**config.mk**
```make
export PLATFORM = sky130hd
export DESIGN_NAME = surf_sync_receiver
export DESIGN_NICKNAME = d
export VERILOG_FILES = /design/src/rtl/surf_sync_receiver.sv
export SDC_FILE = /design/constraint.sdc
export NUM_CORES = 1
export LEC_CHECK = 0
export CAP_MARGIN = 20
export CORE_ASPECT_RATIO = 1.5
export CORE_MARGIN = 8
export CORE_UTILIZATION = 55
export DETAILED_ROUTE_END_ITERATION = 10
export GPL_ROUTABILITY_DRIVEN = 0
export PLACE_DENSITY = 0.84
export SYNTH_ARGS = -nofsm -noshare
export SYNTH_HDL_FRONTEND = slang
export SYNTH_SLANG_ARGS = --single-unit
export TNS_END_PERCENT = 30
```
**constraint.sdc**
```tcl
create_clock -name sysclk_i -period 5.15 [get_ports sysclk_i]
set_input_delay 1.03 -clock sysclk_i [delete_from_list [all_inputs] [get_ports sysclk_i]]
set_output_delay 1.03 -clock sysclk_i [all_outputs]
set_load 0.01 [all_outputs]
```
**src/rtl/surf_sync_receiver.sv**
```systemverilog
// SURF-side SYNC receiver: qualifies low-run + rising edge, realigns 16-phase and 48-bit counters.
// Sync cycle is SYNC_LATENCY cycles after the first high sample of sync_q.
module surf_sync_receiver #(
  parameter int MIN_LOW      = 4,
  parameter int SYNC_LATENCY = 4
) (
  input  logic        sysclk_i,
  input  logic        rst_n_i,
  input  logic        SYNC,
  input  logic        en_sync_i,
  input  logic [7:0]  clock_offset_i,
  output logic [47:0] sysclk_count_o,
  output logic [3:0]  phase_o,
  output logic        sync_o,
  output logic        synced_o,
  output logic        misalign_o,
  output logic [7:0]  misalign_count_o,
  output logic        surf_clk_o
);

  localparam logic [2:0] LP_MIN_LOW = 3'(MIN_LOW);
  localparam logic [2:0] LP_CD_LOAD = 3'(SYNC_LATENCY - 1);

  typedef enum logic [1:0] {
    ST_IDLE  = 2'd0,
    ST_ARMED = 2'd1,
    ST_COUNT = 2'd2
  } state_t;

  state_t      r_state;
  state_t      w_state_nxt;
  logic        r_sync_q;
  logic        r_sync_prev;
  logic        r_en_meta;
  logic        r_en_sync;
  logic [7:0]  r_offset;
  logic [2:0]  r_lowcnt;
  logic [2:0]  w_lowcnt_nxt;
  logic [2:0]  r_cd;
  logic [2:0]  w_cd_nxt;
  logic [3:0]  r_phase;
  logic [3:0]  w_phase_nxt;
  logic [47:0] r_count;
  logic [47:0] w_count_nxt;
  logic        r_sync;
  logic        r_synced;
  logic        r_misalign;
  logic [7:0]  r_mcount;
  logic        r_surf_clk;
  logic        w_fire;
  logic        w_edge;
  logic        w_misalign_nxt;
  logic [2:0]  w_lowcnt_inc;

  assign w_edge       = r_sync_q & ~r_sync_prev;
  assign w_lowcnt_inc = (r_lowcnt >= LP_MIN_LOW) ? LP_MIN_LOW : r_lowcnt + 3'd1;

  always_ff @(posedge sysclk_i or negedge rst_n_i) begin
    if (!rst_n_i) begin
      r_state <= ST_IDLE;
    end else begin
      r_state <= w_state_nxt;
    end
  end

  // Disarm overrides everything, including a sync that would fire this cycle.
  always_comb begin
    w_state_nxt  = r_state;
    w_lowcnt_nxt = r_lowcnt;
    w_cd_nxt     = r_cd;
    w_fire       = 1'b0;
    if (!r_en_sync) begin
      w_state_nxt  = ST_IDLE;
      w_lowcnt_nxt = 3'd0;
      w_cd_nxt     = 3'd0;
    end else begin
      case (r_state)
        ST_IDLE: begin
          w_state_nxt  = ST_ARMED;
          w_lowcnt_nxt = 3'd0;
        end
        ST_ARMED: begin
          if (!r_sync_q) begin
            w_lowcnt_nxt = w_lowcnt_inc;
          end else begin
            w_lowcnt_nxt = 3'd0;
            if (w_edge && (r_lowcnt >= LP_MIN_LOW)) begin
              w_state_nxt = ST_COUNT;
              w_cd_nxt    = LP_CD_LOAD;
            end
          end
        end
        ST_COUNT: begin
          w_cd_nxt = r_cd - 3'd1;
          if (!r_sync_q) begin
            w_state_nxt  = ST_ARMED;
            w_lowcnt_nxt = 3'd1;
            w_cd_nxt     = 3'd0;
          end else if (r_cd == 3'd1) begin
            w_fire      = 1'b1;
            w_state_nxt = ST_ARMED;
          end
        end
        default: begin
          w_state_nxt = ST_IDLE;
        end
      endcase
    end
  end

  assign w_phase_nxt    = w_fire ? 4'd0 : r_phase + 4'd1;
  assign w_count_nxt    = w_fire ? {40'b0, r_offset} : r_count + 48'd1;
  assign w_misalign_nxt = w_fire & r_synced & (r_phase != 4'd15);

  always_ff @(posedge sysclk_i or negedge rst_n_i) begin
    if (!rst_n_i) begin
      r_sync_q    <= 1'b1;
      r_sync_prev <= 1'b1;
      r_en_meta   <= 1'b0;
      r_en_sync   <= 1'b0;
      r_offset    <= 8'd0;
      r_lowcnt    <= 3'd0;
      r_cd        <= 3'd0;
      r_phase     <= 4'd0;
      r_count     <= 48'd0;
      r_sync      <= 1'b0;
      r_synced    <= 1'b0;
      r_misalign  <= 1'b0;
      r_mcount    <= 8'd0;
      r_surf_clk  <= 1'b1;
    end else begin
      r_sync_q    <= SYNC;
      r_sync_prev <= r_sync_q;
      r_en_meta   <= en_sync_i;
      r_en_sync   <= r_en_meta;
      r_offset    <= clock_offset_i;
      r_lowcnt    <= w_lowcnt_nxt;
      r_cd        <= w_cd_nxt;
      r_phase     <= w_phase_nxt;
      r_count     <= w_count_nxt;
      r_sync      <= w_fire;
      r_misalign  <= w_misalign_nxt;
      r_surf_clk  <= ~w_phase_nxt[3];
      if (!r_en_sync) begin
        r_synced <= 1'b0;
      end else if (w_fire) begin
        r_synced <= 1'b1;
      end
      if (w_misalign_nxt && (r_mcount != 8'hFF)) begin
        r_mcount <= r_mcount + 8'd1;
      end
    end
  end

  // Lock status drops as soon as the resynchronised enable falls.
  assign synced_o         = r_synced & r_en_sync;
  assign sysclk_count_o   = r_count;
  assign phase_o          = r_phase;
  assign sync_o           = r_sync;
  assign misalign_o       = r_misalign;
  assign misalign_count_o = r_mcount;
  assign surf_clk_o       = r_surf_clk;

endmodule

```
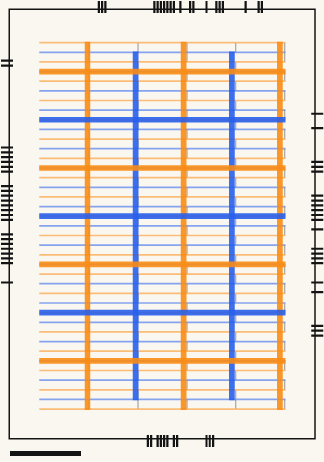
Figure 1: run 1, power grid.
The bar under the picture is 20 µm long. Pins as bars on the die edge. Tap cells in grey.
[VSS] orange
[VDD] blue
met1 rails: 39
met4 straps: 5
met5 straps: 7
rows: 38
signal pins: 76

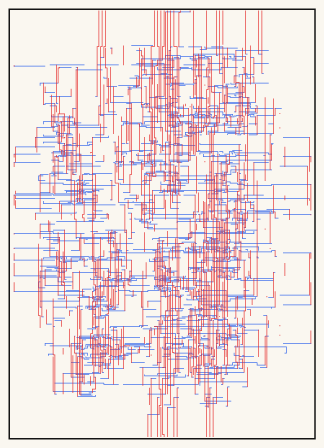
Figure 2: run 1, routed metal, one colour a layer.
Only two layers are drawn.
[metal 1] blue | wire length: 3,690 µm
[metal 2] red | wire length: 4,820 µm

==> impl_metrics.ini, run 1 <==
; synthesis and place-and-route metrics
[run_status]
outcome = finished clean

[setup_path]
critPathArrivalTime_ps = 1620
cp_max_fo = 11
critPathRequiredTime_ps = 4120
critPathKind = flop to output port

[synth]
ys_types = 41
synthXorXnorAreaFrac_pct = 10.9
ys_seq_share_pct = 52.4
syn-num-nets = 419
ys_sh_adder_pct = 3.42
mux_share_pct = 0.809
edf_count = 0
ys_async_sr_fraction_pct = 100
yosys_area_um2 = 4020
syn-cell-area_um2 = 4020
ys_cells = 396
avgSynthCellArea_um2 = 10.2

[timing]
slew_headroom_pct = 50.2
rsz0062_at_grt = false
final_hold_viol_count = 0
tightest_slew_ps = 741
min_period_ps = 2650
fmax_mhz = 377
period_used_pct = 51.5
final-setup-viol-count = 0
skew_ps = 10.5
hold-worst-slack_ps = 360

[floorplan]
initCoreUtil_pct = 56.0
die_w_um = 85.8
rows = 38
chipArea_um2 = 10400

[power_and_ir_drop]
ir_drop_uv = 235
swShare_pct = 21.1
p_comb_share_pct = 3.4
power_uw = 1260
p_int_uw = 996
switchingPower_uw = 267

[clock_tree]
cts_max_path_buffers = 2
postCtsResizedCells = 0
cts_sinks = 84
clock.latency.late_pin_ps = 370
cts_hold_buf = 0

[routing]
detail-route-antenna-nets = 0
post_drt_wl_per_cell_um = 15.8
drt_first_pass_iters = 5

[final_layout]
fin_area_um2 = 5120
layout.nets = 494
fin_util_pct = 71.4
drive_gt1_share_pct = 6.72
area_growth_pct = 27.4
fillers = 525

[global_route]
antenna_found_initial = 0

[placed_design]
placed_cells = 559
pre_cts_slack_ps = 2890
portBuffers = 75

[flow_run]
warnings = 32
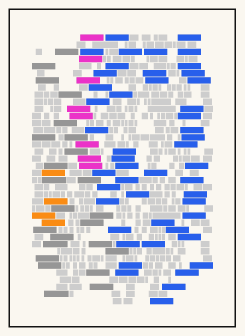
Figure 3: run 1, register map, names as in the netlist.
Other sequential cells in the stronger grey, the rest of the logic in the fainter grey.
[r_offset] magenta | sequential cells: 8
[phase_o] orange | sequential cells: 4
[sysclk_count_o] blue | sequential cells: 48
not coloured: 24

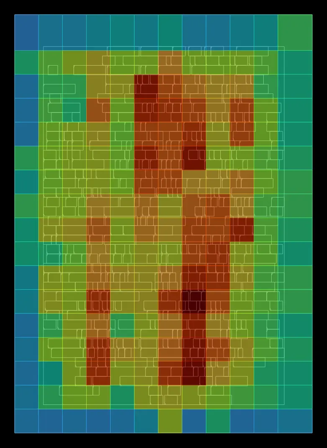
Figure 4: run 1, track usage over the die.
met2 GRT Util: 32.5%
GRT Total Usage: 18.6%

run 1: power by group through the flow:
stage,combinational (µW),clock (µW),sequential (µW)
6_report,43.2,547,673
4_1_cts,41.4,556,673
5_1_grt,50.5,584,674
2_1_floorplan,16.6,0,684
3_3_place_gp,39.1,0,685
3_5_place_dp,41.3,0,686
run 1: final timing paths:
path	slack, ps	start	depth (start not counted)	to
hold reg to reg	360	r_en_meta	0	r_en_sync
min in group asynchronous	480	rst_n_i	1	sysclk_count_o[10]
setup reg to reg	2850	sysclk_count_o[0]	6	sysclk_count_o[46]
hold / removal	360	r_en_meta	0	r_en_sync
max in group asynchronous	4040	rst_n_i	2	r_sync_prev
setup / recovery	2500	r_en_sync	2	synced_o
run 1: critical path: stages, from the launching register on:
cell and delay, ps:
dfrtp_1 510, and2_1 200, clkdlybuf4s50_1 550
run 1: area by class of cell:
class	instances	area (µm²)	area share, %
multi-input combinational	284	1820	35.5
tap	100	125	2.44
clock inverter	4	70.1	1.37
sequential	84	2110	41.1
timing repair buffer	77	783	15.3
inverter	15	56.3	1.10
clock buffer	12	165	3.22
run 1: layout by cell type, fill, tap and decap left out, types with 4 or more instances in the layout:
cell             Yosys  final
a21oi_1              8      8
and2_1               5      5
and3_1              14     14
and4_1               6      6
clkbuf_8             0     12
clkdlybuf4s50_1      0     74
dfrtp_1             81     81
ha_1                11     11
inv_1               15     15
nand2_1             32     32
nand3_1             23     23
nand4_1             24     24
nor2_1              45     44
nor2b_1              4      4
nor3_1               4      4
nor4_1              10     10
o21ai_0             19     19
xnor2_1             23     23
xor2_1              27     27
run 1: synthesized netlist by cell type (5+ instances only):
library cell | count | area, µm²
and3_1 | 14 | 87.6
xor2_1 | 27 | 236
a21oi_1 | 8 | 40.0
and4_1 | 6 | 52.6
o21ai_0 | 19 | 95.1
ha_1 | 11 | 138
nor4_1 | 10 | 62.6
nand2_1 | 32 | 120
and2_1 | 5 | 31.3
nand4_1 | 24 | 150
inv_1 | 15 | 56.3
xnor2_1 | 23 | 201
nor2_1 | 45 | 169
clkbuf_1 | 13 | 48.8
dfrtp_1 | 81 | 2030
nand3_1 | 23 | 115
run 1: cell families (layout without fill, tap and decap cells):
logic type / after synthesis / count (layout)
adder cells (fa/ha/maj): 11 / 11
AND-OR/OR-AND: 35 / 35
XOR/XNOR: 50 / 50
buffers and inverters: 28 / 108
AND/OR/NAND/NOR: 185 / 185
flip-flops: 84 / 84
multiplexers: 3 / 3
run 1: flip-flops by register name (all words and copies together), names as in the netlist, 2 cells and up:
signal            flops
misalign_count_o      8
r_cd                  3
r_offset              8
sysclk_count_o       48
r_state               2
r_lowcnt              3
phase_o               4
run 1: per-layer routing:
layer,vias up,GRT usage [%],share of wire (%)
li1,1526,-,-
met5,-,0,0
met4,0,7.38,2.1
met1,1523,21.0,40
met2,81,32.5,53
met3,10,4.62,4.5
Figure 5. Layout detail (run 1).
Window x 52 to 77, y 18 to 43 µm. Cells in grey, sequential cells in the stronger grey; small squares are vias.
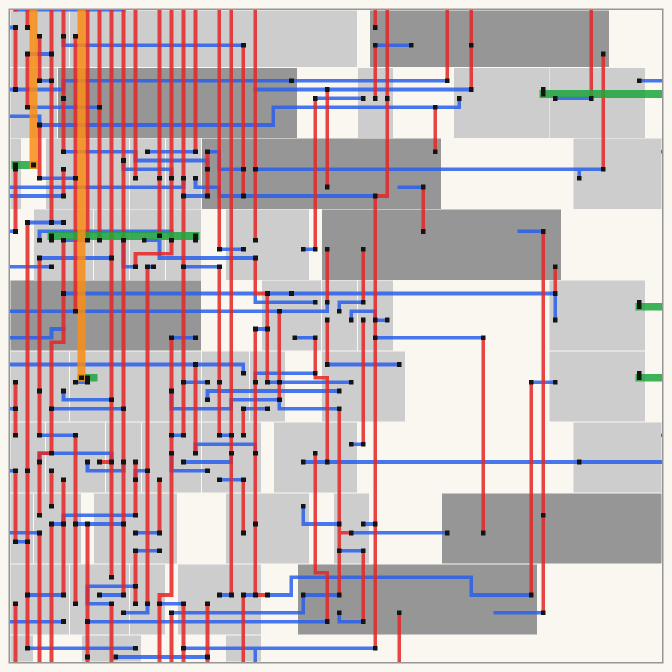

==> run 2, diff against run 1 <==
--- a/config.mk
+++ b/config.mk
@@ -8,10 +8,10 @@
 export CAP_MARGIN = 20
 export CORE_ASPECT_RATIO = 1.5
 export CORE_MARGIN = 8
-export CORE_UTILIZATION = 55
+export CORE_UTILIZATION = 47
 export DETAILED_ROUTE_END_ITERATION = 10
 export GPL_ROUTABILITY_DRIVEN = 0
-export PLACE_DENSITY = 0.84
+export PLACE_DENSITY = 0.76
 export SYNTH_ARGS = -nofsm -noshare
 export SYNTH_HDL_FRONTEND = slang
 export SYNTH_SLANG_ARGS = --single-unit
==> constraint.sdc (replaced) <==
create_clock -name sysclk_i -period 2.25 [get_ports sysclk_i]
set_input_delay 0.45 -clock sysclk_i [delete_from_list [all_inputs] [get_ports sysclk_i]]
set_output_delay 0.45 -clock sysclk_i [all_outputs]
set_load 0.01 [all_outputs]
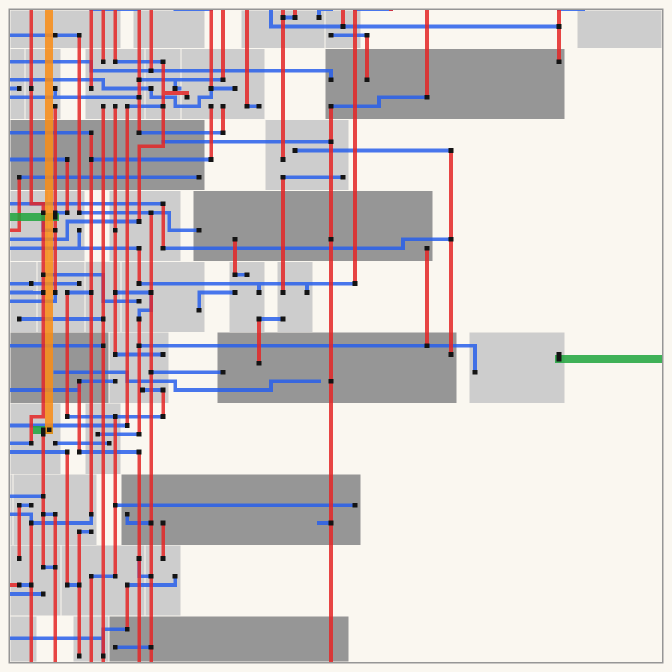
Figure 6: run 2, layout detail.
Window x 56 to 81, y 20 to 45 µm. Cells in grey, sequential cells in the stronger grey; small squares are vias.
[metal 3] green
[metal 4] orange
[metal 1] blue
[metal 2] red
sequential cells in the window: 6
most frequent: nor2_1 (6), dfrtp_1 (6)
cells with their middle in the window: 31
netlist names of flops here include: sysclk_count_o (6)

==> impl_metrics.ini, run 2 <==
; synthesis and place-and-route metrics
[timing]
hold-worst-slack_ps = 25.2
final-setup-viol-count = 0
skew_ps = 8.69
slew_headroom_pct = 66.8
rsz0062_at_grt = false
period_used_pct = 92.4

[clock_tree]
cts_max_path_buffers = 2
clock.latency.late_pin_ps = 340
cts_hold_buf = 0
cts_sinks = 84

[power_and_ir_drop]
swShare_pct = 20.2
p_int_uw = 2570
ir_drop_uv = 452

[routing]
detail-route-antenna-nets = 0
drt_first_pass_iters = 4
post_drt_wl_per_cell_um = 16.7

[final_layout]
mostFrequentLayoutCell = dfrtp_1
fillers = 677
largest_register_ffs = 48
drive_gt1_share_pct = 10.3
final_cell_mix = 81 x dfrtp_1, 74 x clkdlybuf4s50_1, 44 x nor2_1
layout.nets = 515
area_growth_pct = 33.4

[setup_path]
path_cells = ha_1, nand2_1, or4_1, nor4_1, xnor2_1, nor2_1
slowest_stage = or4_1

[synth]
ys_cells = 396
ys_types = 41
ys_seq_share_pct = 52.4
mux_share_pct = 0.809
yosys_area_um2 = 4020
top_area_cell = dfrtp_1

[floorplan]
initCoreUtil_pct = 48.1
die_w_um = 91.5

[run_status]
outcome = finished clean

[global_route]
grt_usage_pct = 17.4

[placed_design]
portBuffers = 75
[run 2: cell counts after synthesis]
Identical to the previous run, type by type.
[run 2: final timing paths]
path                                         from                  end
worst max-delay path            sysclk_count_o[0]   sysclk_count_o[40]
worst min-delay path                      rst_n_i  misalign_count_o[4]
worst max register to register  sysclk_count_o[0]   sysclk_count_o[40]
worst min register to register          r_en_meta            r_en_sync
max in group asynchronous                 rst_n_i   sysclk_count_o[20]
min in group sysclk_i                   r_en_meta            r_en_sync
[run 2: routing by layer]
| layer | GRT usage, % | vias up | wire [µm] |
|---|---|---|---|
| met3 | 5.21 | 14 | 603 |
| met5 | 0 | - | 0 |
| met2 | 31.1 | 71 | 5420 |
| met4 | 7.65 | 0 | 216 |
| li1 | - | 1567 | - |
| met1 | 18.4 | 1630 | 3850 |
[run 2: worst reg2reg max path: stages (launching register included)]
cell and delay [ps]:
dfrtp_1 360, ha_1 220, nand2_1 130, or4_1 630, nor4_1 400, xnor2_1 160, nor2_1 60
[run 2: layout make-up]
cell class / count / area [µm²] / area share [%]
clock buffer: 12 / 246 / 4.59
clock inverter: 4 / 72.6 / 1.35
inverter: 15 / 56.3 / 1.05
multi-input combinational: 284 / 1820 / 33.9
sequential: 84 / 2110 / 39.2
tap: 107 / 134 / 2.49
timing repair buffer: 98 / 933 / 17.4
[run 2: kinds of logic (layout without fill, tap and decap cells)]
group / after synthesis / count (layout)
adder cells (fa/ha/maj): 11 / 11
multiplexers: 3 / 3
AND/OR/NAND/NOR: 185 / 185
flip-flops: 84 / 84
AND-OR/OR-AND: 35 / 35
XOR/XNOR: 50 / 50
buffers and inverters: 28 / 129
[run 2: power groups by stage]
stage / registers (µW) / clock network [µW] / logic, µW
6_report: 1540 / 1580 / 99.3
3_5_place_dp: 1570 / 0 / 101
3_3_place_gp: 1570 / 0 / 95.5
4_1_cts: 1540 / 1590 / 102
2_1_floorplan: 1570 / 0 / 37.9
5_1_grt: 1540 / 1670 / 117
[run 2: per-stage QoR]
stage / cells / area [µm²] / worst slack, ps / power [µW] / utilization (%)
5_1_grt: 604 / 5370 / 26.7 / 3330 / 64.2
3_5_place_dp: 588 / 5050 / 188 / 1670 / 60.4
3_3_place_gp: 588 / 5050 / 248 / 1660 / 60.4
2_1_floorplan: 396 / 4020 / 203 / 1600 / -
6_report: 604 / 5370 / 171 / 3220 / 64.2
4_1_cts: 604 / 5370 / 172 / 3240 / 64.2
Power figures rest on the tool's default switching activity, not on a simulated workload.
